===== src/rtl/bus8_pkg.sv =====
// Shared definitions for the bus8 arbiter family: state encoding, requester
// count and the read data returned when a slave never answers.
package bus8_pkg;
  localparam int N_REQ = 4;
  localparam int IDX_W = 2;
  localparam logic [7:0] BUS8_TIMEOUT_DATA = 8'hEE;

  typedef enum logic [1:0] {
    IDLE    = 2'd0,
    ISSUE   = 2'd1,
    WAIT_RD = 2'd2,
    DONE    = 2'd3
  } bus8_state_e;
endpackage


===== src/rtl/bus8_arbiter_x4_if.sv =====
// Requester and bus-slave signal bundle for bus8_arbiter_x4; the master
// modport is the arbiter's view, the slave modport the environment's.
interface bus8_arbiter_x4_if;
  import bus8_pkg::*;

  logic [N_REQ-1:0]   i_Req;
  logic [N_REQ-1:0]   i_Req_Wr_Rd_n;
  logic [8*N_REQ-1:0] i_Req_Addr8;
  logic [8*N_REQ-1:0] i_Req_Wr_Data;
  logic [N_REQ-1:0]   o_Req_Done;
  logic [7:0]         o_Req_Rd_Data;
  logic               o_Req_Timeout;
  logic               o_Bus_CS;
  logic               o_Bus_Wr_Rd_n;
  logic [7:0]         o_Bus_Addr8;
  logic [7:0]         o_Bus_Wr_Data;
  logic [7:0]         i_Bus_Rd_Data;
  logic               i_Bus_Rd_DV;

  modport master (
    input  i_Req, i_Req_Wr_Rd_n, i_Req_Addr8, i_Req_Wr_Data,
    input  i_Bus_Rd_Data, i_Bus_Rd_DV,
    output o_Req_Done, o_Req_Rd_Data, o_Req_Timeout,
    output o_Bus_CS, o_Bus_Wr_Rd_n, o_Bus_Addr8, o_Bus_Wr_Data
  );

  modport slave (
    output i_Req, i_Req_Wr_Rd_n, i_Req_Addr8, i_Req_Wr_Data,
    output i_Bus_Rd_Data, i_Bus_Rd_DV,
    input  o_Req_Done, o_Req_Rd_Data, o_Req_Timeout,
    input  o_Bus_CS, o_Bus_Wr_Rd_n, o_Bus_Addr8, o_Bus_Wr_Data
  );
endinterface


===== src/rtl/bus8_rr_pick.sv =====
// Combinational round-robin picker: the first set request found searching
// upward from i_last+1 (wrapping) wins.
module bus8_rr_pick
  import bus8_pkg::*;
(
  input  logic [N_REQ-1:0] i_req,
  input  logic [IDX_W-1:0] i_last,
  output logic             o_vld,
  output logic [IDX_W-1:0] o_idx
);
  logic [IDX_W-1:0] cand;

  always_comb begin
    o_vld = 1'b0;
    o_idx = i_last;
    cand  = i_last;
    // Scan from lowest to highest priority so the nearest candidate overwrites.
    for (int i = N_REQ; i >= 1; i--) begin
      cand = i_last + IDX_W'(i);
      if (i_req[cand]) begin
        o_vld = 1'b1;
        o_idx = cand;
      end
    end
  end
endmodule


===== src/rtl/bus8_arbiter_x4.sv =====
// Four-way round-robin arbiter/sequencer for the shared 8-bit register bus.
// Define BUS8_ARB_TIMEOUT_EN to abandon reads after TIMEOUT_CYCLES in WAIT_RD.
module bus8_arbiter_x4
  import bus8_pkg::*;
#(
  parameter int TIMEOUT_CYCLES = 16
) (
  input  logic              i_Bus_Clk,
  input  logic              i_Bus_Rst_L,
  bus8_arbiter_x4_if.master bus
);
  if (TIMEOUT_CYCLES < 1 || TIMEOUT_CYCLES > 255) begin : g_bad_timeout
    $error("TIMEOUT_CYCLES must be within 1..255");
  end

  bus8_state_e      state_q, state_d;
  logic [IDX_W-1:0] last_grant_q, last_grant_d;
  logic [IDX_W-1:0] win_q, win_d;
  logic             wr_q, wr_d;
  logic [7:0]       addr_q, addr_d;
  logic [7:0]       wdata_q, wdata_d;
  logic             cs_q, cs_d;
  logic [N_REQ-1:0] done_q, done_d;
  logic [7:0]       rd_data_q, rd_data_d;
  logic             pick_vld;
  logic [IDX_W-1:0] pick_idx;
`ifdef BUS8_ARB_TIMEOUT_EN
  logic [7:0]       cnt_q, cnt_d;
  logic             timeout_q, timeout_d;
`endif

  bus8_rr_pick u_pick (
    .i_req  (bus.i_Req),
    .i_last (last_grant_q),
    .o_vld  (pick_vld),
    .o_idx  (pick_idx)
  );

  always_comb begin
    state_d      = state_q;
    last_grant_d = last_grant_q;
    win_d        = win_q;
    wr_d         = wr_q;
    addr_d       = addr_q;
    wdata_d      = wdata_q;
    cs_d         = 1'b0;
    done_d       = '0;
    rd_data_d    = rd_data_q;
`ifdef BUS8_ARB_TIMEOUT_EN
    cnt_d        = cnt_q;
    timeout_d    = 1'b0;
`endif
    unique case (state_q)
      IDLE: begin
        // Latch the winner's fields so requester-side changes cannot disturb the bus.
        if (pick_vld) begin
          win_d        = pick_idx;
          last_grant_d = pick_idx;
          wr_d         = bus.i_Req_Wr_Rd_n[pick_idx];
          addr_d       = bus.i_Req_Addr8[{pick_idx, 3'b000} +: 8];
          wdata_d      = bus.i_Req_Wr_Data[{pick_idx, 3'b000} +: 8];
          cs_d         = 1'b1;
          state_d      = ISSUE;
        end
      end
      ISSUE: begin
        if (wr_q) begin
          done_d[win_q] = 1'b1;
          state_d       = DONE;
        end else begin
          state_d = WAIT_RD;
`ifdef BUS8_ARB_TIMEOUT_EN
          cnt_d   = 8'd0;
`endif
        end
      end
      WAIT_RD: begin
        if (bus.i_Bus_Rd_DV) begin
          rd_data_d     = bus.i_Bus_Rd_Data;
          done_d[win_q] = 1'b1;
          state_d       = DONE;
        end
`ifdef BUS8_ARB_TIMEOUT_EN
        else if (cnt_q == 8'(TIMEOUT_CYCLES - 1)) begin
          rd_data_d     = BUS8_TIMEOUT_DATA;
          timeout_d     = 1'b1;
          done_d[win_q] = 1'b1;
          state_d       = DONE;
        end else begin
          cnt_d = cnt_q + 8'd1;
        end
`endif
      end
      DONE: state_d = IDLE;
      default: state_d = IDLE;
    endcase
  end

  always_ff @(posedge i_Bus_Clk or negedge i_Bus_Rst_L) begin
    if (!i_Bus_Rst_L) begin
      state_q      <= IDLE;
      last_grant_q <= IDX_W'(N_REQ - 1);
      win_q        <= '0;
      wr_q         <= 1'b0;
      addr_q       <= 8'd0;
      wdata_q      <= 8'd0;
      cs_q         <= 1'b0;
      done_q       <= '0;
      rd_data_q    <= 8'd0;
`ifdef BUS8_ARB_TIMEOUT_EN
      cnt_q        <= 8'd0;
      timeout_q    <= 1'b0;
`endif
    end else begin
      state_q      <= state_d;
      last_grant_q <= last_grant_d;
      win_q        <= win_d;
      wr_q         <= wr_d;
      addr_q       <= addr_d;
      wdata_q      <= wdata_d;
      cs_q         <= cs_d;
      done_q       <= done_d;
      rd_data_q    <= rd_data_d;
`ifdef BUS8_ARB_TIMEOUT_EN
      cnt_q        <= cnt_d;
      timeout_q    <= timeout_d;
`endif
    end
  end

  assign bus.o_Bus_CS      = cs_q;
  assign bus.o_Bus_Wr_Rd_n = wr_q;
  assign bus.o_Bus_Addr8   = addr_q;
  assign bus.o_Bus_Wr_Data = wdata_q;
  assign bus.o_Req_Done    = done_q;
  assign bus.o_Req_Rd_Data = rd_data_q;
`ifdef BUS8_ARB_TIMEOUT_EN
  assign bus.o_Req_Timeout = timeout_q;
`else
  assign bus.o_Req_Timeout = 1'b0;
`endif
endmodule


===== src/flat_wrapper.sv =====
// flat-port wrapper written by rule: the top's interface ports become plain ports
module bus8_arbiter_x4_flat import bus8_pkg::*;
#(
  parameter int TIMEOUT_CYCLES = 16
)
  (i_Bus_Clk, i_Bus_Rst_L, bus_i_Req, bus_i_Req_Wr_Rd_n, bus_i_Req_Addr8, bus_i_Req_Wr_Data, bus_i_Bus_Rd_Data, bus_i_Bus_Rd_DV, bus_o_Req_Done, bus_o_Req_Rd_Data, bus_o_Req_Timeout, bus_o_Bus_CS, bus_o_Bus_Wr_Rd_n, bus_o_Bus_Addr8, bus_o_Bus_Wr_Data);
  bus8_arbiter_x4_if bus_i ();
  input  logic i_Bus_Clk;
  input  logic i_Bus_Rst_L;
  input wire logic [$bits(bus_i.i_Req)-1:0] bus_i_Req;
  input wire logic [$bits(bus_i.i_Req_Wr_Rd_n)-1:0] bus_i_Req_Wr_Rd_n;
  input wire logic [$bits(bus_i.i_Req_Addr8)-1:0] bus_i_Req_Addr8;
  input wire logic [$bits(bus_i.i_Req_Wr_Data)-1:0] bus_i_Req_Wr_Data;
  input wire logic [$bits(bus_i.i_Bus_Rd_Data)-1:0] bus_i_Bus_Rd_Data;
  input wire logic [$bits(bus_i.i_Bus_Rd_DV)-1:0] bus_i_Bus_Rd_DV;
  output wire logic [$bits(bus_i.o_Req_Done)-1:0] bus_o_Req_Done;
  output wire logic [$bits(bus_i.o_Req_Rd_Data)-1:0] bus_o_Req_Rd_Data;
  output wire logic [$bits(bus_i.o_Req_Timeout)-1:0] bus_o_Req_Timeout;
  output wire logic [$bits(bus_i.o_Bus_CS)-1:0] bus_o_Bus_CS;
  output wire logic [$bits(bus_i.o_Bus_Wr_Rd_n)-1:0] bus_o_Bus_Wr_Rd_n;
  output wire logic [$bits(bus_i.o_Bus_Addr8)-1:0] bus_o_Bus_Addr8;
  output wire logic [$bits(bus_i.o_Bus_Wr_Data)-1:0] bus_o_Bus_Wr_Data;
  assign bus_i.i_Req = bus_i_Req;
  assign bus_i.i_Req_Wr_Rd_n = bus_i_Req_Wr_Rd_n;
  assign bus_i.i_Req_Addr8 = bus_i_Req_Addr8;
  assign bus_i.i_Req_Wr_Data = bus_i_Req_Wr_Data;
  assign bus_i.i_Bus_Rd_Data = bus_i_Bus_Rd_Data;
  assign bus_i.i_Bus_Rd_DV = bus_i_Bus_Rd_DV;
  assign bus_o_Req_Done = bus_i.o_Req_Done;
  assign bus_o_Req_Rd_Data = bus_i.o_Req_Rd_Data;
  assign bus_o_Req_Timeout = bus_i.o_Req_Timeout;
  assign bus_o_Bus_CS = bus_i.o_Bus_CS;
  assign bus_o_Bus_Wr_Rd_n = bus_i.o_Bus_Wr_Rd_n;
  assign bus_o_Bus_Addr8 = bus_i.o_Bus_Addr8;
  assign bus_o_Bus_Wr_Data = bus_i.o_Bus_Wr_Data;
  bus8_arbiter_x4 #(.TIMEOUT_CYCLES(TIMEOUT_CYCLES)) u_core (.i_Bus_Clk(i_Bus_Clk), .i_Bus_Rst_L(i_Bus_Rst_L), .bus(bus_i));
endmodule

===== config.mk =====
export PLATFORM = sky130hd
export DESIGN_NAME = bus8_arbiter_x4_flat
export DESIGN_NICKNAME = d
export VERILOG_FILES = /design/src/rtl/bus8_pkg.sv /design/src/rtl/bus8_arbiter_x4_if.sv /design/src/rtl/bus8_rr_pick.sv /design/src/rtl/bus8_arbiter_x4.sv /design/src/flat_wrapper.sv
export SDC_FILE = /design/constraint.sdc
export NUM_CORES = 1
export LEC_CHECK = 0
export ABC_AREA = 1
export CAP_MARGIN = 20
export CORE_UTILIZATION = 40
export DETAILED_ROUTE_END_ITERATION = 6
export PLACE_DENSITY = 0.77
export SKIP_CTS_REPAIR_TIMING = 1
export SLEW_MARGIN = 5
export SYNTH_ARGS = -nofsm -noshare
export SYNTH_HDL_FRONTEND = slang
export SYNTH_SLANG_ARGS = --single-unit

===== constraint.sdc =====
create_clock -name i_Bus_Clk -period 2.5 [get_ports i_Bus_Clk]
set_input_delay 0.25 -clock i_Bus_Clk [delete_from_list [all_inputs] [get_ports i_Bus_Clk]]
set_output_delay 0.25 -clock i_Bus_Clk [all_outputs]
set_load 0.02 [all_outputs]

==> flow_summary.ini <==
; physical design summary
[run_status]
outcome = completed

[yosys]
fa_ha_area_share_pct = 1.91
top_cells_by_area = dfrtp_1 33%, nand3_1 17%, nand2_1 16%, inv_1 12%, mux2_2 3.4%
ys_chip_area_sq_um = 2610
yosys.area_share.xor_xnor_pct = 0
yosys_cells = 383

[route]
vias = 2738
routed.top_layer = met4
drt-pass1-iter-count = 5

[sta]
hold_viol_final = 0
hold_slack_ps = 33.7
layout_setup_ws_ps = 239
fmax_ghz = 0.442
rsz0062_at_grt = no
slew_headroom_pct = 49.1
fin_setup_tns_ps = 0
clock_skew_ps = 10.9

[cells_and_area]
lay_top_cells = 111 x clkdlybuf4s50_1, 108 x nand2_1, 87 x nand3_1, 83 x inv_1, 34 x dfrtp_1
fillCellCount = 602
drive_above_1_share_pct = 9.02

[worst_setup_path]
path_common_cell = nand2_1
cp-endpoint = u_core.bus.o_Bus_Wr_Data[5]
r2r_start = u_core.last_grant_q[0]
slowest_stage = dfstp_2
required_ps = 2720
crit_chain = inv_4 > nand2_1 > nand2_2 > nand2_2 > nand2_2 > inv_4 > nand3_4 > buf_4 > nand3_1 > nand3_1 > nand2_1 > nand2_1 > nand2_1
crit_fanout = 22

[global_routing]
grt_pass1_vias = 2577
use_met1_pct = 25.6
grt_max_degree = 37

[clock_tree]
cts_tree = built
clock_latency_ps = 290
h-tree-depth = 2
cts_root_buffer = clkbuf_8

[placement]
dp_cells = 557
gp_congestion = 0.816
place_ws_ps = -30.7

[power_and_ir_drop]
power.leakage_uw = 0.00205
p_seq_share_pct = 20.6
p_comb_share_pct = 71.4
pg_clk_uw = 425
finalPower_uw = 5290
switchingPower_uw = 2750
pg_comb_uw = 3770

[flow_run]
warnings = 29

[die]
rows = 29
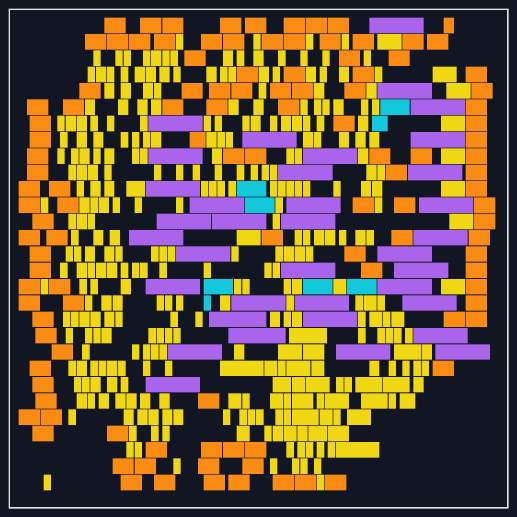
Figure 1: cell classes on the final placement.
(6 px per um)
- yellow: all other logic (cells 331)
- cyan: clock drivers and dummy loads (cells 8)
- orange: other buffers and delay cells (cells 113)
- purple: flops (cells 36)
Seq area share: 23.5%
Final Instance Area: 3840 sq um
Core Footprint: 6310 sq um

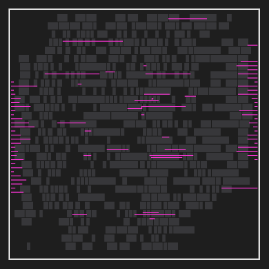
Figure 2: signal wires on met3.
(3 px per um) Cells faint in the background.
- longest straight run: 19.8 um
- main direction: horizontal

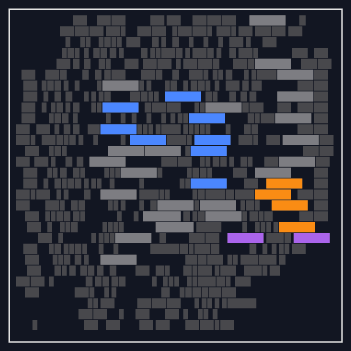
Figure 3: sequential cells coloured by netlist name.
(4 px per um) Other sequential cells in the stronger grey, the rest of the logic in the fainter grey.
- orange: `u_core.bus.o_Req_Done` (flops 4; where middle right)
- purple: `u_core.state_q` (flops 2)
- blue: `u_core.bus.o_Bus_Wr_Data` (flops 8)
- not coloured: 22

